### config.mk
export PLATFORM = sky130hd
export DESIGN_NAME = serial_add16_flat
export DESIGN_NICKNAME = d
export VERILOG_FILES = /design/src/rtl/serial_add16_pkg.sv /design/src/rtl/serial_add16_if.sv /design/src/rtl/Add_Full.sv /design/src/rtl/serial_add16.sv /design/src/flat_wrapper.sv
export SDC_FILE = /design/constraint.sdc
export NUM_CORES = 1
export LEC_CHECK = 0
export CORE_MARGIN = 2
export CORE_UTILIZATION = 30
export CTS_BUF_LIST = sky130_fd_sc_hd__clkbuf_8
export DETAILED_ROUTE_END_ITERATION = 12
export GPL_TIMING_DRIVEN = 0
export PLACE_DENSITY = 0.55
export SETUP_SLACK_MARGIN = 0.5
export SLEW_MARGIN = 20
export SYNTH_ARGS = -nofsm -noshare
export SYNTH_HDL_FRONTEND = slang
export SYNTH_SLANG_ARGS = --single-unit
### constraint.sdc
create_clock -name clk -period 1.3 [get_ports clk]
set_input_delay 0.195 -clock clk [delete_from_list [all_inputs] [get_ports clk]]
set_output_delay 0.195 -clock clk [all_outputs]
set_load 0.02 [all_outputs]
### src/rtl/serial_add16_pkg.sv
// serial_add16_pkg: FSM state encodings and default width shared with the ALU control decoder
package serial_add16_pkg;
  localparam int WIDTH_DEF = 16;
  localparam logic [1:0] ST_IDLE = 2'd0;
  localparam logic [1:0] ST_SHIFT = 2'd1;
  localparam logic [1:0] ST_DONE = 2'd2;
endpackage

### src/rtl/serial_add16_if.sv
// serial_add16_if: request/result bundle of the bit-serial add/subtract unit
interface serial_add16_if #(parameter int WIDTH = serial_add16_pkg::WIDTH_DEF);
  logic start;
  logic sub;
  logic [WIDTH-1:0] a;
  logic [WIDTH-1:0] b;
  logic busy;
  logic done;
  logic [WIDTH-1:0] sum;
  logic c_out;
  logic ovf;
  logic zero;
  modport master(output start, sub, a, b, input busy, done, sum, c_out, ovf, zero);
  modport slave(input start, sub, a, b, output busy, done, sum, c_out, ovf, zero);
endinterface

### src/rtl/Add_Full.sv
// Add_Full: 1-bit full adder cell
module Add_Full (
  output logic sum,
  output logic c_out,
  input  logic a,
  input  logic b,
  input  logic c_in
);
  assign sum = a ^ b ^ c_in;
  assign c_out = (a & b) | (c_in & (a ^ b));
endmodule

### src/rtl/serial_add16.sv
// serial_add16: bit-serial add/subtract through one full adder cell, registered result and flags
module serial_add16 import serial_add16_pkg::*; #(
  parameter int WIDTH = WIDTH_DEF
) (
  input logic clk,
  input logic rst,
  serial_add16_if.slave bus
);
  localparam int CW = $clog2(WIDTH);
  logic [1:0] state;
  logic [WIDTH-1:0] a_sh, b_sh, res;
  logic [CW-1:0] cnt;
  logic carry, c_msb_in, s_bit, c_bit, accept;
  Add_Full u_fa (.sum(s_bit), .c_out(c_bit), .a(a_sh[0]), .b(b_sh[0]), .c_in(carry));
  assign accept = bus.start && state != ST_SHIFT;
  // busy/done and the result lag the state by one edge so every output is a plain register
  always_ff @(posedge clk) begin
    if (rst) begin
      state <= ST_IDLE;
      a_sh <= '0;
      b_sh <= '0;
      res <= '0;
      cnt <= '0;
      carry <= 1'b0;
      c_msb_in <= 1'b0;
      bus.busy <= 1'b0;
      bus.done <= 1'b0;
      bus.sum <= '0;
      bus.c_out <= 1'b0;
      bus.ovf <= 1'b0;
      bus.zero <= 1'b0;
    end else begin
      bus.busy <= state == ST_SHIFT;
      bus.done <= state == ST_DONE;
      if (state == ST_DONE) begin
        bus.sum <= res;
        bus.c_out <= carry;
        bus.ovf <= c_msb_in ^ carry;
        bus.zero <= res == '0;
      end
      if (accept) begin
        a_sh <= bus.a;
        b_sh <= bus.sub ? ~bus.b : bus.b;
        carry <= bus.sub;
        cnt <= '0;
        state <= ST_SHIFT;
      end else if (state == ST_SHIFT) begin
        res <= {s_bit, res[WIDTH-1:1]};
        a_sh <= a_sh >> 1;
        b_sh <= b_sh >> 1;
        carry <= c_bit;
        cnt <= cnt + 1'b1;
        if (cnt == CW'(WIDTH - 2)) c_msb_in <= c_bit;
        if (cnt == CW'(WIDTH - 1)) state <= ST_DONE;
      end else begin
        state <= ST_IDLE;
      end
    end
  end
endmodule

### src/flat_wrapper.sv
// flat-port wrapper written by rule: the top's interface ports become plain ports
module serial_add16_flat import serial_add16_pkg::*;
#(
  parameter int WIDTH = WIDTH_DEF
)
  (clk, rst, bus_start, bus_sub, bus_a, bus_b, bus_busy, bus_done, bus_sum, bus_c_out, bus_ovf, bus_zero);
  serial_add16_if #(.WIDTH(WIDTH)) bus_i ();
  input logic clk;
  input logic rst;
  input wire logic [$bits(bus_i.start)-1:0] bus_start;
  input wire logic [$bits(bus_i.sub)-1:0] bus_sub;
  input wire logic [$bits(bus_i.a)-1:0] bus_a;
  input wire logic [$bits(bus_i.b)-1:0] bus_b;
  output wire logic [$bits(bus_i.busy)-1:0] bus_busy;
  output wire logic [$bits(bus_i.done)-1:0] bus_done;
  output wire logic [$bits(bus_i.sum)-1:0] bus_sum;
  output wire logic [$bits(bus_i.c_out)-1:0] bus_c_out;
  output wire logic [$bits(bus_i.ovf)-1:0] bus_ovf;
  output wire logic [$bits(bus_i.zero)-1:0] bus_zero;
  assign bus_i.start = bus_start;
  assign bus_i.sub = bus_sub;
  assign bus_i.a = bus_a;
  assign bus_i.b = bus_b;
  assign bus_busy = bus_i.busy;
  assign bus_done = bus_i.done;
  assign bus_sum = bus_i.sum;
  assign bus_c_out = bus_i.c_out;
  assign bus_ovf = bus_i.ovf;
  assign bus_zero = bus_i.zero;
  serial_add16 #(.WIDTH(WIDTH)) u_core (.clk(clk), .rst(rst), .bus(bus_i));
endmodule
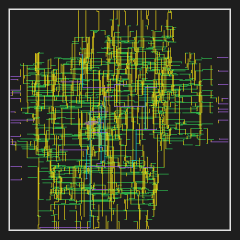
run_1/metal_stack.png
Scale: 2 px per um.
Purple stands for met3, wire length 296 um. Green stands for met1, wire length 3990 um. Cyan stands for met4, wire length 206 um. Yellow stands for met2, wire length 4150 um.

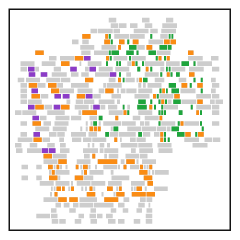
run_1/gate_families.png
Scale: 2 px per um.
Purple stands for multiplexers, cells 18. Green stands for NAND gates, cells 75. Orange stands for inverting AOI/OAI gates, cells 89.
most common logic cell in the routed design: nand2_1
combinational share of cell area: 38.6%
final cell count without fillers: 606

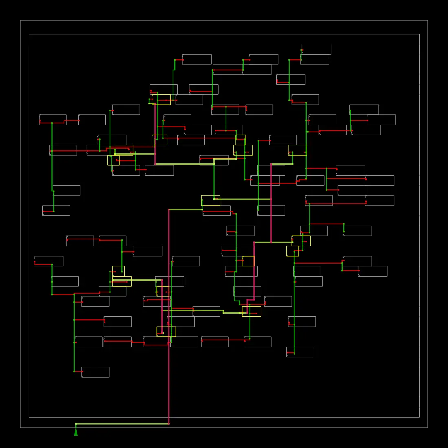
run_1/final_clocks.png
Clock Sink Count: 77
sequential cells: 77
insertion delay at the late pin of the worst-skew pair: 0.37 ns

==> results_dict.tcl, run 1 <==
# yosys + openroad results
set metrics [dict create \
    status "finished clean" \
    cp_cell_sequence "nor2b_4 -> buf_12 -> clkbuf_16 -> a211oi_1 -> a21oi_1 -> nor2_1" \
    avgSynthCellArea_um2 8.83 \
    syn2layout_area_growth_pct 53.9 \
    slew_headroom_pct 77.3 \
    internal_power_uw 3670 \
    postSynth.asyncResetShare_pct 0 \
    h-tree-depth 3 \
    seq-cell-share_pct 30.6 \
    critical_path_required_ns 1.55 \
    min_to "u_core.state[0]" \
    yosysMostFrequentCell "dfxtp_1" \
    via_count 2884 \
    edf_count 0 \
    timing.rr.start "u_core.state[0]" \
    regToRegSetupSlack_ns 0.12 \
    fin_worst_skew_ns 0.0123 \
    swShare_pct 29.5 \
    crit_start "u_core.state[0]" \
    clockPowerShare_pct 33.7 \
    clockNetworkAreaShare_pct 3.61 \
    r2r-end "u_core.b_sh[0]" \
    initCoreUtil_pct 30.8 \
    simple_gate_area_share_pct 17.2 \
    power.group.top "sequential cells" \
    clock_buffers 9 \
    holdWs_ns 0.173 \
    power_density_mw_per_mm2 1010 \
    critPathCapture "u_core.b_sh[0]" \
    irDropWorstVdd_mv 0.517 \
    ff_type "dfxtp_1" \
    worstHoldStart "bus_start" \
    p_comb_uw 913 \
    dominant_cells "multi-input combinational cells" \
    yosysTopAreaCellShare_pct 45.9 \
    io_buffers 54 \
    fill_cells 1056 \
    syn_nets 419 \
    synth_cell_types 31 \
    path_delay_family "flip-flops" \
    reg2regPathDepth 6 \
    largest_area_cell "dfxtp_1" \
    drv_cap 0 \
    final.min_clock_period_ns 1.18 \
    hold_viol_final 0 \
    mux_share_pct 5.37 \
    ys_seq_share_pct 45.9 \
    fmax_mhz 848 \
    topCellsByArea "dfxtp_1 46%, a21oi_1 7.6%, nand2_1 7.5%" \
    ys_seq_elements 77 \
    slowest_stage "dfxtp_4" \
    gp_congestion 0.792 \
    critical_path_buf_inv_count 2 \
    dpl.hpwl_um 5510 \
    mi_logic_area_mm2 0.00199 \
    final_util_pct 47.4 \
    dp_cells 574 \
    synthAoiAreaFrac_pct 17.6 \
    inv_count 2 \
    critPathKind "flip-flop to flip-flop" \
]
## run 1: worst register-to-register path, delay by kind of cell, from the launching register on
| kind | cells | cell delay, ns |
|---|---|---|
| flops | 1 | 0.38 |
| simple gates | 2 | 0.21 |
| buf+inv | 2 | 0.31 |
| compound gates | 2 | 0.18 |
## run 1: layer usage
| layer | share of wire (%) | vias up | GRT usage (%) |
|---|---|---|---|
| li1 | - | 1451 | - |
| met1 | 46 | 1358 | 17.3 |
| met2 | 48 | 56 | 22.3 |
| met3 | 3.4 | 19 | 4.03 |
| met4 | 2.4 | 0 | 5.52 |
| met5 | 0 | - | 0 |
## run 1: repair_timing
item                       4_1_cts  5_1_grt
gates resized                  160      111
hold buffers                     0        0
gates cloned                     1        6
buffers inserted                 3        6
setup endpoints to repair       98       98
pin swaps                        0       40
run_1/met3.png
Scale: 4 px per um.
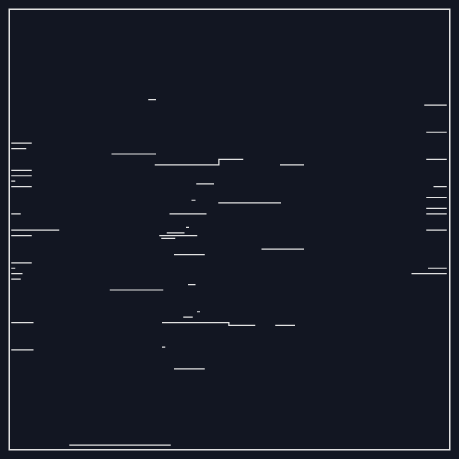

==> inputs of run 2 (changes only) <==
--- a/config.mk
+++ b/config.mk
@@ -9,8 +9,9 @@
 export CORE_UTILIZATION = 30
 export CTS_BUF_LIST = sky130_fd_sc_hd__clkbuf_8
 export DETAILED_ROUTE_END_ITERATION = 12
+export DONT_BUFFER_PORTS = 1
 export GPL_TIMING_DRIVEN = 0
-export PLACE_DENSITY = 0.55
+export PLACE_DENSITY = 0.49
 export SETUP_SLACK_MARGIN = 0.5
 export SLEW_MARGIN = 20
 export SYNTH_ARGS = -nofsm -noshare
==> constraint.sdc (replaced) <==
create_clock -name clk -period 1.4 [get_ports clk]
set_input_delay 0.21 -clock clk [delete_from_list [all_inputs] [get_ports clk]]
set_output_delay 0.21 -clock clk [all_outputs]
set_load 0.02 [all_outputs]
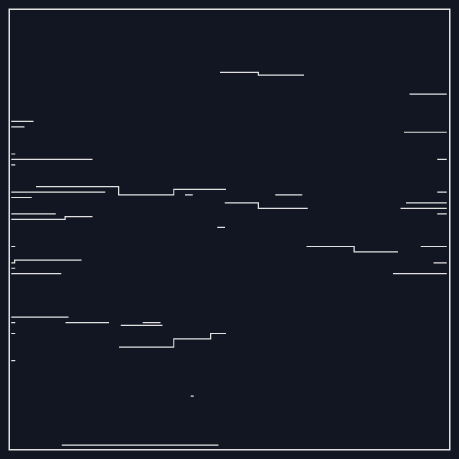
run_2/met3.png
Scale: 4 px per um.
The longest straight run is 38.9 um. 34 nets have wire on it. The layer carries 427 um of wire. The wires run mostly horizontal. The layer holds 5.0% of the routed length.

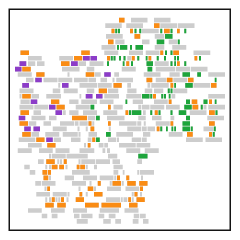
run_2/gate_families.png
Scale: 2 px per um.
final cell count without fillers: 552
combinational share of cell area: 42.9%

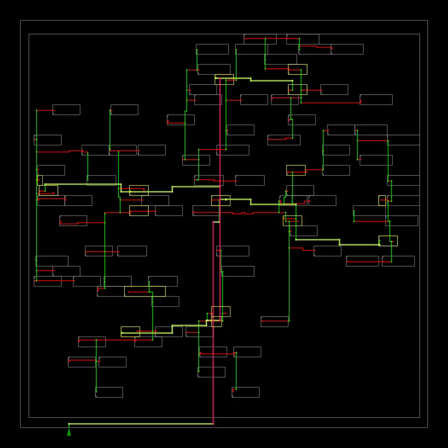
run_2/final_clocks.png
Inserted Clock Buffers: 9
Final Skew: 0.0134 ns

==> run 2 against run 1 <==
Setup slack gained 0.11 ns. Power fell by 6.5%. Register-to-register slack improved by 0.11 ns. Core utilization shrank 3.9 points. Non-clock buffer count shrank 54. Critical path type unchanged. Largest power group unchanged.
==> results_dict.tcl, run 2 <==
# yosys + openroad results
set metrics [dict create \
    syn_nets 419 \
    via_count 2669 \
    holdWs_ns 0.0293 \
    syn2layout_area_growth_pct 41.1 \
    met3_length_um 426 \
    postSynth.asyncResetShare_pct 0 \
    min_to "u_core.a_sh[15]" \
    gp_congestion 0.784 \
    clock_buffers 12 \
    largest_area_cell "dfxtp_1" \
    ys_seq_share_pct 45.9 \
    wl_met2_um 4070 \
    grtUsageMet1_pct 17.7 \
    hold_viol_final 0 \
    fill_cells 1043 \
    clockNetworkAreaShare_pct 4.46 \
    cp_cell_sequence "nor2b_4 -> buf_12 -> buf_12 -> nand4_1 -> nor3b_2" \
    post_cts_buffers 4 \
    worstHoldStart "bus_a[15]" \
    clk_latency_ns 0.37 \
    avgSynthCellArea_um2 8.83 \
    top_layer_used "met4" \
    fmax_mhz 856 \
    inv_count 2 \
    seq-cell-share_pct 34.5 \
    seq_cells 77 \
    slew_headroom_pct 49.4 \
    critPathCapture "u_core.state[0]" \
    yosysMostFrequentCell "dfxtp_1" \
    dpl.hpwl_um 5450 \
    mi_logic_area_mm2 0.00203 \
    yosysTopAreaCellShare_pct 45.9 \
    critical_path_required_ns 1.65 \
    drv_cap 0 \
    wl_met1_um 3880 \
    cts.sinks 77 \
    status "finished clean" \
    dominant_cells "multi-input combinational cells" \
    timing.rr.start "u_core.state[0]" \
]
==> run 2: cell counts after synthesis <==
No cell type changed its count.
==> run 2: kinds of logic after synthesis <==
family,Yosys count,share of synthesized area [%]
AND/OR/NAND/NOR,142,17.2
buffers and inverters,34,7.94
multiplexers,18,5.37
XOR/XNOR,17,4.66
adder cells (fa/ha/maj),3,1.34
flip-flops,77,45.9
AND-OR/OR-AND,89,17.6
==> run 2: report_power, final <==
| group | switching (uW) | total (uW) | internal [uW] |
|---|---|---|---|
| clock | 823 | 1780 | 960 |
| sequential | 81.3 | 2320 | 2240 |
| combinational | 373 | 760 | 387 |
| total | 1280 | 4860 | 3590 |
Power figures rest on the tool's default switching activity, not on a simulated workload.
